`src/rtl/watchdog_ctrl.sv`:
```
// Byte-wide register front-end for the watchdog timer: splits bus accesses into
// watchdog lanes, guards writes behind a two-byte unlock key, and provides a kick command.
module watchdog_ctrl #(
    parameter int unsigned UNLOCK_WINDOW = 64,
    parameter logic [7:0]  KEY1          = 8'h55,
    parameter logic [7:0]  KEY2          = 8'hAA,
    parameter logic [7:0]  KICK          = 8'hA5
) (
    input  logic        clk,
    input  logic        reset_n,
    input  logic [2:0]  addr,
    input  logic [7:0]  wdata,
    input  logic        wr,
    input  logic        rd,
    output logic [7:0]  rdata,
    input  logic [15:0] wd_counter_out,
    input  logic [15:0] wd_reload_out,
    input  logic [7:0]  wd_config_out,
    output logic [15:0] wd_counter_in,
    output logic [15:0] wd_reload_in,
    output logic [7:0]  wd_config_in,
    output logic [1:0]  wd_counter_write,
    output logic [1:0]  wd_reload_write,
    output logic        wd_config_write,
    output logic        unlocked,
    output logic        key_error
);

    // Encoding is architecturally visible through the KEY register read.
    typedef enum logic [1:0] {
        ST_LOCKED   = 2'd0,
        ST_KEY1     = 2'd1,
        ST_UNLOCKED = 2'd2
    } state_t;

    localparam logic [2:0] A_CNT_L  = 3'd0;
    localparam logic [2:0] A_CNT_H  = 3'd1;
    localparam logic [2:0] A_RLD_L  = 3'd2;
    localparam logic [2:0] A_RLD_H  = 3'd3;
    localparam logic [2:0] A_CFG    = 3'd4;
    localparam logic [2:0] A_KEY    = 3'd5;
    localparam logic [2:0] A_STATUS = 3'd6;

    localparam logic [7:0] WIN_LOAD = 8'(UNLOCK_WINDOW);

    state_t      state_q, state_d;
    logic [7:0]  win_q, win_d;
    logic        viol_q, viol_d;
    logic [7:0]  shadow_q, shadow_d;
    logic [7:0]  rdata_q, rdata_d;
    logic [1:0]  cnt_wr_q, cnt_wr_d;
    logic [15:0] cnt_in_q, cnt_in_d;
    logic [1:0]  rld_wr_q, rld_wr_d;
    logic [15:0] rld_in_q, rld_in_d;
    logic        cfg_wr_q, cfg_wr_d;
    logic [7:0]  cfg_in_q, cfg_in_d;
    logic        key_err_q, key_err_d;
    logic        viol_set, viol_clr;

    always_comb begin
        state_d   = state_q;
        win_d     = win_q;
        viol_d    = viol_q;
        shadow_d  = shadow_q;
        rdata_d   = rdata_q;
        cnt_wr_d  = 2'b00;
        cnt_in_d  = 16'h0000;
        rld_wr_d  = 2'b00;
        rld_in_d  = 16'h0000;
        cfg_wr_d  = 1'b0;
        cfg_in_d  = 8'h00;
        key_err_d = 1'b0;
        viol_set  = 1'b0;
        viol_clr  = 1'b0;

        if (state_q != ST_LOCKED && win_q != 8'd0) begin
            win_d = win_q - 8'd1;
        end

        // Reads see pre-write state, so they only look at *_q values.
        if (rd) begin
            case (addr)
                A_CNT_L: begin
                    rdata_d  = wd_counter_out[7:0];
                    shadow_d = wd_counter_out[15:8];
                end
                A_CNT_H:  rdata_d = shadow_q;
                A_RLD_L:  rdata_d = wd_reload_out[7:0];
                A_RLD_H:  rdata_d = wd_reload_out[15:8];
                A_CFG:    rdata_d = wd_config_out;
                A_KEY:    rdata_d = {6'b0, state_q};
                A_STATUS: rdata_d = {7'b0, viol_q};
                default:  rdata_d = 8'h00;
            endcase
        end

        if (wr) begin
            case (addr)
                A_CNT_L, A_CNT_H, A_RLD_L, A_RLD_H, A_CFG: begin
                    if (state_q == ST_UNLOCKED) begin
                        case (addr)
                            A_CNT_L: begin cnt_wr_d = 2'b01; cnt_in_d[7:0]  = wdata; end
                            A_CNT_H: begin cnt_wr_d = 2'b10; cnt_in_d[15:8] = wdata; end
                            A_RLD_L: begin rld_wr_d = 2'b01; rld_in_d[7:0]  = wdata; end
                            A_RLD_H: begin rld_wr_d = 2'b10; rld_in_d[15:8] = wdata; end
                            default: begin
                                cfg_wr_d = 1'b1;
                                cfg_in_d = wdata;
                                state_d  = ST_LOCKED;
                            end
                        endcase
                    end else begin
                        key_err_d = 1'b1;
                        viol_set  = 1'b1;
                    end
                end
                A_KEY: begin
                    case (state_q)
                        ST_LOCKED: begin
                            if (wdata == KEY1) begin
                                state_d = ST_KEY1;
                                win_d   = WIN_LOAD;
                            end else if (wdata == KICK) begin
                                cnt_wr_d = 2'b11;
                                cnt_in_d = wd_reload_out;
                            end else begin
                                key_err_d = 1'b1;
                            end
                        end
                        ST_KEY1: begin
                            if (wdata == KEY2) begin
                                state_d = ST_UNLOCKED;
                                win_d   = WIN_LOAD;
                            end else begin
                                key_err_d = 1'b1;
                                state_d   = ST_LOCKED;
                            end
                        end
                        default: state_d = ST_LOCKED;
                    endcase
                end
                A_STATUS: viol_clr = wdata[0];
                default: ;
            endcase
        end

        // Window expiry overrides whatever the bus asked for this cycle.
        if (state_q != ST_LOCKED && win_q == 8'd0) begin
            state_d = ST_LOCKED;
        end
        if (state_d == ST_LOCKED) begin
            win_d = 8'd0;
        end

        if (viol_set) begin
            viol_d = 1'b1;
        end else if (viol_clr) begin
            viol_d = 1'b0;
        end
    end

    always_ff @(posedge clk or negedge reset_n) begin
        if (!reset_n) begin
            state_q   <= ST_LOCKED;
            win_q     <= 8'd0;
            viol_q    <= 1'b0;
            shadow_q  <= 8'h00;
            rdata_q   <= 8'h00;
            cnt_wr_q  <= 2'b00;
            cnt_in_q  <= 16'h0000;
            rld_wr_q  <= 2'b00;
            rld_in_q  <= 16'h0000;
            cfg_wr_q  <= 1'b0;
            cfg_in_q  <= 8'h00;
            key_err_q <= 1'b0;
        end else begin
            state_q   <= state_d;
            win_q     <= win_d;
            viol_q    <= viol_d;
            shadow_q  <= shadow_d;
            rdata_q   <= rdata_d;
            cnt_wr_q  <= cnt_wr_d;
            cnt_in_q  <= cnt_in_d;
            rld_wr_q  <= rld_wr_d;
            rld_in_q  <= rld_in_d;
            cfg_wr_q  <= cfg_wr_d;
            cfg_in_q  <= cfg_in_d;
            key_err_q <= key_err_d;
        end
    end

    assign rdata            = rdata_q;
    assign wd_counter_write = cnt_wr_q;
    assign wd_counter_in    = cnt_in_q;
    assign wd_reload_write  = rld_wr_q;
    assign wd_reload_in     = rld_in_q;
    assign wd_config_write  = cfg_wr_q;
    assign wd_config_in     = cfg_in_q;
    assign key_error        = key_err_q;
    assign unlocked         = (state_q == ST_UNLOCKED);

endmodule
```
`config.mk`:
```
export PLATFORM = sky130hd
export DESIGN_NAME = watchdog_ctrl
export DESIGN_NICKNAME = d
export VERILOG_FILES = /design/src/rtl/watchdog_ctrl.sv
export SDC_FILE = /design/constraint.sdc
export NUM_CORES = 1
export LEC_CHECK = 0
export CORE_ASPECT_RATIO = 0.7
export CORE_MARGIN = 3
export CORE_UTILIZATION = 50
export DETAILED_ROUTE_END_ITERATION = 16
export PLACE_DENSITY = 0.95
export SYNTH_ARGS = -nofsm -noshare
export SYNTH_HDL_FRONTEND = slang
export SYNTH_SLANG_ARGS = --single-unit
```
`constraint.sdc`:
```
create_clock -name clk -period 3 [get_ports clk]
set_clock_uncertainty 0.2 [all_clocks]
set_input_delay 0.9 -clock clk [delete_from_list [all_inputs] [get_ports clk]]
set_output_delay 0.9 -clock clk [all_outputs]
set_load 0.01 [all_outputs]
```
**Power grid**

(4 px per um) Pins as bars on the die edge.
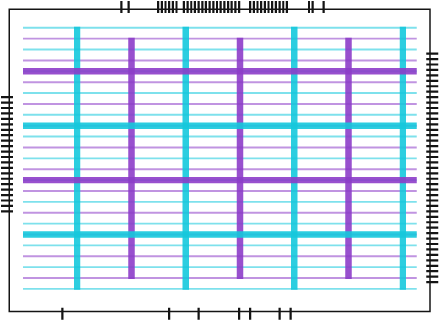
- cyan: VSS
- purple: VDD
- met5 straps: 4
- met4 straps: 7
- met1 rails: 25
die height: 75.2 um
core area: 0.00643 mm^2
VDD IR-drop max: 358 uV
Die W: 105 um

**Sequential cells grouped by signal name**

(4 px per um) Other sequential cells in the stronger gray, the rest of the logic in the fainter gray.
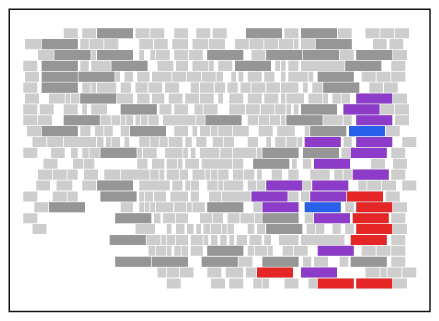
- blue: wd_reload_write (flops 2)
- purple: wd_reload_in (flops 16)
- red: wd_config_in (flops 8; where bottom right)
- not colored: 47
Power Sequential: 0.00104 W
sequential cell area share: 0.370
final core occ: 0.769
Reg area: 0.00183 mm^2

**Routing congestion map**

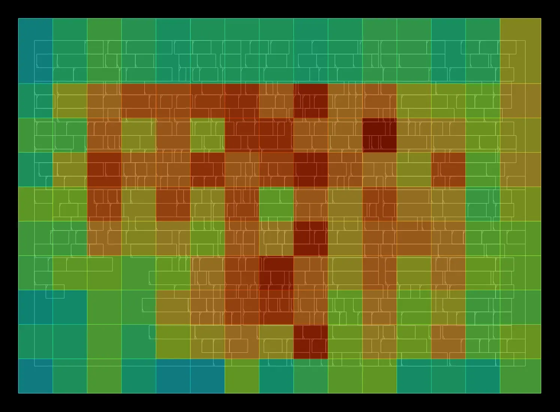
GRT busiest layer: met2
total track usage: 0.260
met2 Resource Use GR: 0.421
met3 Usage GRT: 0.101
WL/cell: 19.4 um

**Cells colored by class**

(4 px per um) Fill, decap, tap and diode cells in gray.
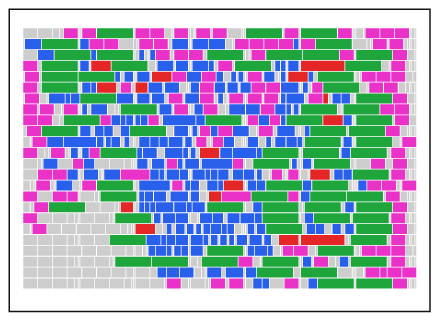
- red: clock drivers and dummy loads (cells 16; share of their area 4.7%)
- magenta: other buffers and delay cells (cells 130; share of their area 26%)
- green: flip-flops (cells 73; share of their area 38%)
- blue: all other logic (cells 213; share of their area 31%)
row count: 24
Post-Layout Inst Area: 0.00494 mm^2

==> ci_impl_report.md <==
### Metrics collected by this job

| Metric | Value |
|---|---|
| Yosys stat area | `0.00342 mm^2` |
| Top layer in use | `met4` |
| Cell family with most CP delay | `buffers and inverters` |
| Clock root cell | `clkbuf_8` |
| Reg2Reg Setup Slack | `0.71 ns` |
| Yosys cell types | `a little under 60` |
| Final #Nets | `483` |
| Register area share after synthesis | `0.535` |
| Metal2 WL | `4.68 mm` |
| Log Warnings | `26` |
| Synth Cell Area | `approximately 0.0034 mm^2` |
| And+or+nand+nor area frac | `0.215` |
| Cell area leaders | `dfrtp_1 53%, and2_1 4.4%, mux2_2 4.3%` |
| Post-synth EDFFs | `0` |
| Worst-margin pin slew | `0.571 ns` |
| Floorplan Utilization | `0.532` |
| Hold slack | `0.287 ns` |
| Count of final setup violators | `0` |
| Initial antenna violation count | `0` |
| Vias | `3093` |
| Yosys cell count | `between 300 and 400` |
| ANT cells | `0` |
| Max Fclk | `0.348 GHz` |
| Crit. End Element | `primary output` |
| Comb/total area | `0.295` |
| Final-report hold violation count | `0` |
| Dominant comb cell | `simple AND/OR/NAND/NOR gates` |
| Fin crit share | `0.959` |
| Non-Filler Instances | `523` |
| Reg2Reg Launch Point | `win_q[0]` |
| Invs w/o clock | `12` |
| Cell type taking the most area | `registers` |
| Buffers added on ports | `109` |
| Routed met1 length | `4.21 mm` |
| Repair and plain buffers | `130` |
| Worst Path Buf+Inv | `2` |
| Sinks on Clock Net | `approximately 73` |
| Status | `complete, no violations` |
| Post-Syn Instances | `302` |
| Tapcells | `just over 90` |
| R2R Path End | `win_q[6]` |
| Xor/xnor share | `0.00513` |
| Pwr dens | `448 mW/mm^2` |
| CP Data Arrival Time | `roughly 1.8 ns` |
| Layout cells sized above 1 | `0.155` |
| Post-CTS Hold Buffers | `0` |
| Mean post-synth cell area | `11.3 um^2` |
[flip-flops by register name, indices dropped and copies added, names as in the netlist, 8 cells and up]
signal,cells
rdata,8
shadow_q,8
wd_config_in,8
wd_counter_in,16
wd_reload_in,16
win_q,8
[cell usage after synthesis, types with 2 or more instances]
| library cell | number |
|---|---|
| dfrtp_1 | 73 |
| nor2_1 | 33 |
| and2_1 | 24 |
| mux2_2 | 13 |
| a22oi_1 | 12 |
| inv_1 | 10 |
| nor3_1 | 10 |
| nand2_1 | 8 |
| o22ai_1 | 8 |
| and3_1 | 7 |
| buf_2 | 7 |
| a222oi_1 | 5 |
| a22o_1 | 5 |
| mux2i_1 | 5 |
| nand3_1 | 5 |
| nor2b_1 | 5 |
| o211ai_1 | 5 |
| o21ai_0 | 5 |
| clkbuf_1 | 4 |
| nand3b_1 | 4 |
| a22oi_2 | 3 |
| a211oi_1 | 2 |
| a21oi_1 | 2 |
| a32oi_1 | 2 |
| and4_1 | 2 |
| buf_1 | 2 |
| buf_6 | 2 |
| mux4_2 | 2 |
| nand4_1 | 2 |
| nand4bb_1 | 2 |
| nor4_2 | 2 |
| nor4_4 | 2 |
| nor4bb_1 | 2 |
| or3_1 | 2 |
| xor2_1 | 2 |
[report_power, final]
part           switching (W)  internal [W]  total (W)
sequential         0.0000241       0.00102    0.00104
clock               0.000383      0.000499   0.000881
combinational       0.000130      0.000158   0.000288
total               0.000537       0.00168    0.00221
[worst max-delay path by stage]
stage | startpoint | end | slack, ns
after CTS | state_q[0] | unlocked | 0.08
after floorplan | addr[1] | win_q[0] | 0.67
after global routing | state_q[0] | unlocked | 0.03
after global placement | wdata[2] | win_q[7] | -0.005
final | state_q[0] | unlocked | 0.12
after detailed placement | addr[1] | wd_counter_in[15] | -0.07
Power is estimated from default activity; no workload was simulated.
